Fig. 1: gate-type map
Scale: 8 px per um.
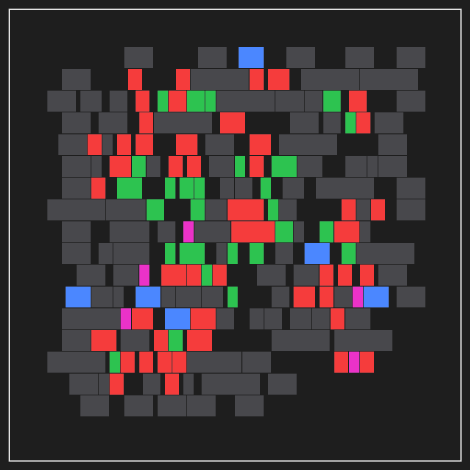
Fig. 2: wires at chosen ports, followed through buffers
Scale: 8 px per um.
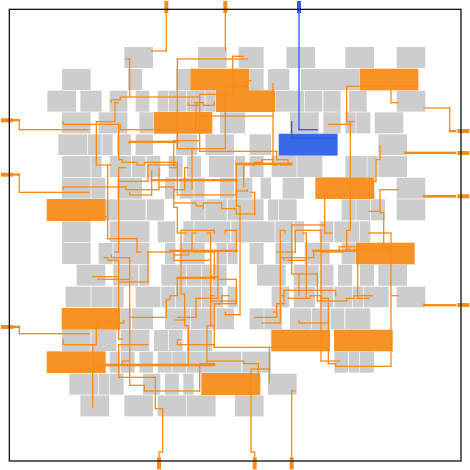
Fig. 3: M2 wires
Scale: 4 px per um. Cells faint in the background.
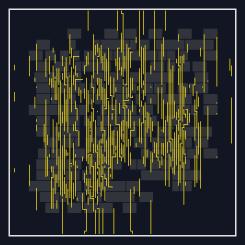
Fig. 4: sizing map
Scale: 6 px per um.
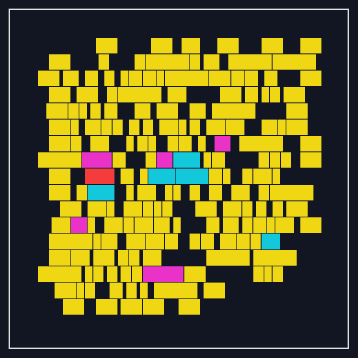
Fig. 5: track usage over the die
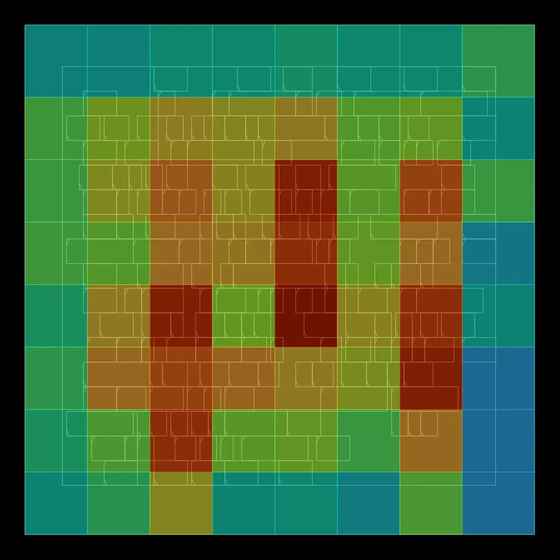
--- config.mk ---
export PLATFORM = sky130hd
export DESIGN_NAME = bcd_counter_n
export DESIGN_NICKNAME = d
export VERILOG_FILES = /design/src/rtl/bcd_counter_n.sv
export SDC_FILE = /design/constraint.sdc
export NUM_CORES = 1
export LEC_CHECK = 0
export CAP_MARGIN = 40
export CORE_MARGIN = 4
export CORE_UTILIZATION = 51
export DETAILED_ROUTE_END_ITERATION = 7
export PLACE_DENSITY = 0.85
export SYNTH_ARGS = -nofsm -noshare
export SYNTH_HDL_FRONTEND = slang
export SYNTH_SLANG_ARGS = --single-unit
--- constraint.sdc ---
create_clock -name clk -period 3.1 [get_ports clk]
set_input_delay 0.31 -clock clk [delete_from_list [all_inputs] [get_ports clk]]
set_output_delay 0.31 -clock clk [all_outputs]
set_load 0.005 [all_outputs]
--- src/rtl/bcd_counter_n.sv ---
`default_nettype none
// ============================================================================
//  Module      : bcd_counter_n
//  Description : Parametrised multi-digit packed-BCD up/down counter with
//                clear, sanitised parallel load, wrap or saturate behaviour,
//                registered overflow/underflow pulses and at_max/at_zero flags.
//  Revision    : 1.0 - initial release
// ============================================================================
module bcd_counter_n #(
    parameter int DIGITS = 3,
    parameter bit WRAP   = 1'b1
) (
    input  logic                  clk,
    input  logic                  reset,
    input  logic                  clear,
    input  logic                  load,
    input  logic [4*DIGITS-1:0]   load_value,
    input  logic                  incr,
    input  logic                  decr,
    output logic [4*DIGITS-1:0]   out,
    output logic                  overflow,
    output logic                  underflow,
    output logic                  at_max,
    output logic                  at_zero
);

    localparam int         c_W    = 4 * DIGITS;
    localparam logic [3:0] c_NINE = 4'd9;
    localparam logic [3:0] c_ZERO = 4'd0;

    logic [c_W-1:0]    r_count;
    logic              r_overflow;
    logic              r_underflow;

    logic [DIGITS-1:0] w_is9;
    logic [DIGITS-1:0] w_is0;
    logic [DIGITS-1:0] w_carry;
    logic [DIGITS-1:0] w_borrow;
    logic [c_W-1:0]    w_inc;
    logic [c_W-1:0]    w_dec;
    logic [c_W-1:0]    w_load;
    logic              w_all9;
    logic              w_all0;

    // A digit steps only when every lower digit is at its rollover value,
    // so the carry/borrow into digit i is a running AND of the lower digits.
    assign w_carry[0]  = 1'b1;
    assign w_borrow[0] = 1'b1;

    generate
        for (genvar gi = 1; gi < DIGITS; gi++) begin : g_chain
            assign w_carry[gi]  = w_carry[gi-1]  & w_is9[gi-1];
            assign w_borrow[gi] = w_borrow[gi-1] & w_is0[gi-1];
        end
    endgenerate

    // Per-digit increment, decrement and load sanitisation (nibbles above 9 clamp to 9)
    generate
        for (genvar gi = 0; gi < DIGITS; gi++) begin : g_digit
            logic [3:0] w_d;
            logic [3:0] w_ld;

            assign w_d            = r_count[4*gi +: 4];
            assign w_ld           = load_value[4*gi +: 4];
            assign w_is9[gi]      = (w_d == c_NINE);
            assign w_is0[gi]      = (w_d == c_ZERO);
            assign w_inc[4*gi +: 4] = !w_carry[gi]  ? w_d :
                                      (w_is9[gi] ? c_ZERO : w_d + 4'd1);
            assign w_dec[4*gi +: 4] = !w_borrow[gi] ? w_d :
                                      (w_is0[gi] ? c_NINE : w_d - 4'd1);
            assign w_load[4*gi +: 4] = (w_ld > c_NINE) ? c_NINE : w_ld;
        end
    endgenerate

    assign w_all9 = &w_is9;
    assign w_all0 = &w_is0;

    // Count register and event pulses; priority reset > clear > load > incr/decr
    always_ff @(posedge clk) begin
        if (!reset) begin
            r_count     <= '0;
            r_overflow  <= 1'b0;
            r_underflow <= 1'b0;
        end else begin
            r_overflow  <= 1'b0;
            r_underflow <= 1'b0;
            if (clear) begin
                r_count <= '0;
            end else if (load) begin
                r_count <= w_load;
            end else if (incr && !decr) begin
                // At all-9s the ripple naturally yields zero; saturation just holds.
                if (w_all9) begin
                    r_overflow <= 1'b1;
                end
                if (!w_all9 || WRAP) begin
                    r_count <= w_inc;
                end
            end else if (decr && !incr) begin
                // At zero the borrow chain naturally yields all-9s; saturation holds.
                if (w_all0) begin
                    r_underflow <= 1'b1;
                end
                if (!w_all0 || WRAP) begin
                    r_count <= w_dec;
                end
            end
        end
    end

    assign out       = r_count;
    assign overflow  = r_overflow;
    assign underflow = r_underflow;
    assign at_max    = w_all9;
    assign at_zero   = w_all0;

endmodule
`default_nettype wire

==> flow_metrics.env <==
# source this file to load flow results
export IMPL_status="complete, no violations"
export IMPL_worstHoldStart="out[7]$_SDFFE_PP0P_"
export IMPL_crit_family="buffers and inverters"
export IMPL_switchingPower_w=0.0001604
export IMPL_ctsResizeCount=0
export IMPL_wl_met1_um=1482
export IMPL_antenna_left=0
export IMPL_nets=201
export IMPL_rrSetupSlack_ns=1.22
export IMPL_cp_start_kind="flip-flop"
export IMPL_cp_arrival_ns=2.23
export IMPL_cts_made_buffers=3
export IMPL_grt_max_degree=18
export IMPL_fill_cells=203
export IMPL_drt_first_pass_iters=4
export IMPL_seq_area_frac_synth_pct=23.58
export IMPL_report_final_setup_viol=0
export IMPL_top_area_cell="dfxtp_1"
export IMPL_r2r_end="out[11]$_SDFFE_PP0P_"
export IMPL_power_density_nw_per_um2=331.9
export IMPL_drt_initial_drc_count=69
export IMPL_syn_inst=162
export IMPL_required_ns=2.79
export IMPL_postCtsSetupRepairBufs=0
export IMPL_synth_chip_area_um2=1189
export IMPL_worst_slew_pin_slew_ns=0.7478
export IMPL_hpwl_um=2342
export IMPL_end_kind="output port"
export IMPL_p_leak_nw=0.5041
export IMPL_top_area_share_pct=23.58
export IMPL_topCombFamilyByArea="simple AND/OR/NAND/NOR gates"
export IMPL_ys_sh_simple_pct=32.11
export IMPL_fin_crit_sh_pct=82.01
export IMPL_cp_depth=4
export IMPL_powerComb_w=0.000149
export IMPL_ys_sh_xor_pct=4.421
export IMPL_clk_latency_ns=0.29
export IMPL_critPathSlowestCell="clkdlybuf4s50_1"
export IMPL_synth_top_cells_by_count="o21ai_0, a21oi_1, dfxtp_1"
export IMPL_final_util_pct=68.16
export IMPL_cpPeakStageDelay_ns=0.55
export IMPL_synth_top_cell_by_count="o21ai_0"
export IMPL_crit_chain="clkinv_1 > or3_1 > nor3_1 > clkdlybuf4s50_1"
export IMPL_dpl_instance_area_um2=1471
export IMPL_compound_area_share_pct=30.53
export IMPL_floorplan_nets=180
export IMPL_crit_type="reg -> out"
export IMPL_layout_drive_gt1_share_pct=6.044
export IMPL_p_int_w=0.0003400
export IMPL_p_clk_share_pct=27.9
export IMPL_core_area_um2=2212
export IMPL_swShare_pct=32.06
export IMPL_setup_tns_ns=0
export IMPL_whs_path_depth=2
export IMPL_cts_tree="built"
export IMPL_route_met3_wl_um=249
export IMPL_avgSynthCellArea_um2=7.337
export IMPL_finalHoldViolCount=0
export IMPL_comb_power_share_pct=29.7
export IMPL_drc_errors=0
export IMPL_min_period_ns=2.542
export IMPL_antenna_found_initial=0
export IMPL_root_buffer="clkbuf_4"
export IMPL_rows=17
export IMPL_yosys_warnings=0
export IMPL_htree_levels=1
export IMPL_finClkSkew_ns=0.008153
export IMPL_placed_cells=206
export IMPL_n_antenna_cell=0
export IMPL_dr_wl_met2_um=1580
export IMPL_hp_class="reg -> reg"
export IMPL_chipWidth_um=56.28
export IMPL_rsz0062_at_grt="false"
export IMPL_crit_buf_inv=2
Notes on Fig. 1 above:
| family | colour | cells |
|---|---|---|
| XOR/XNOR gates | blue | 6 |
| inverting AOI/OAI gates | red | 47 |
| inverters | magenta | 5 |
| NAND gates | green | 27 |
most frequent logic cell in the layout: clkdlybuf4s50_1
final std cells w/o fill: 210
Comb area share: 53.53%

Notes on Fig. 2 above:
| port | colour | bits | direction | end cells | buffers | wire |
|---|---|---|---|---|---|---|
| `out` | orange | 12 | output | 12 | 12 | 935 um |
| `overflow` | blue | 1 | output | 1 | 1 | 24.6 um |
I/O pins: 34
IO buf count: 33

Notes on Fig. 3 above:
nets with wire on the layer: 177
share of all routed wire: 47%
longest straight run: 28.6 um
main direction: vertical
wire length on this layer: 1,580 um
routed wire length: 3345 um
via count: 1,343

Notes on Fig. 4 above:
| size | colour | cells | share |
|---|---|---|---|
| drive 2 | cyan | 5 | 2.7% |
| drive 1 or less | yellow | 171 | 94% |
| drive 6 and up | red | 1 | 0.55% |
| drive 3 to 4 | magenta | 5 | 2.7% |
Non-clk bufs: 33
area grow syn2layout: 26.84%
final instance area: 1508 um2

Notes on Fig. 5 above:
met2 Usage GRT: 34.89%
Tot GR Track Use: 21.39%
GR peak layer: met2
met3 Usage GRT: 5.977%
Routed WL per cell: 15.93 um

[placed cells by master (no fill, tap or decap), types with 2 or more instances in the layout]
cell and n:
clkdlybuf4s50_1 33, o21ai_0 16, a21oi_1 14, dfxtp_1 14, nand2_1 13, nor2_1 9, nand3_1 7, nor3_1 6
xnor2_1 5, inv_1 4, nand2b_1 3, or3_1 3, nor4_1 3, nor2b_1 3, o21a_1 3, a31oi_1 3
nand4b_1 3, clkbuf_4 3, and3_1 2, and2_1 2, a211oi_1 2, o211ai_1 2, o41ai_1 2, and4_1 2
[area by class of cell]
class	instances	area [um2]	area share (%)
clock buffers	4	36.28	2.407
inverters	5	18.77	1.245
multi-input cells	126	807.0	53.53
flip-flops and latches	14	280.3	18.59
well taps	28	35.03	2.324
repair buffers	33	330.3	21.91
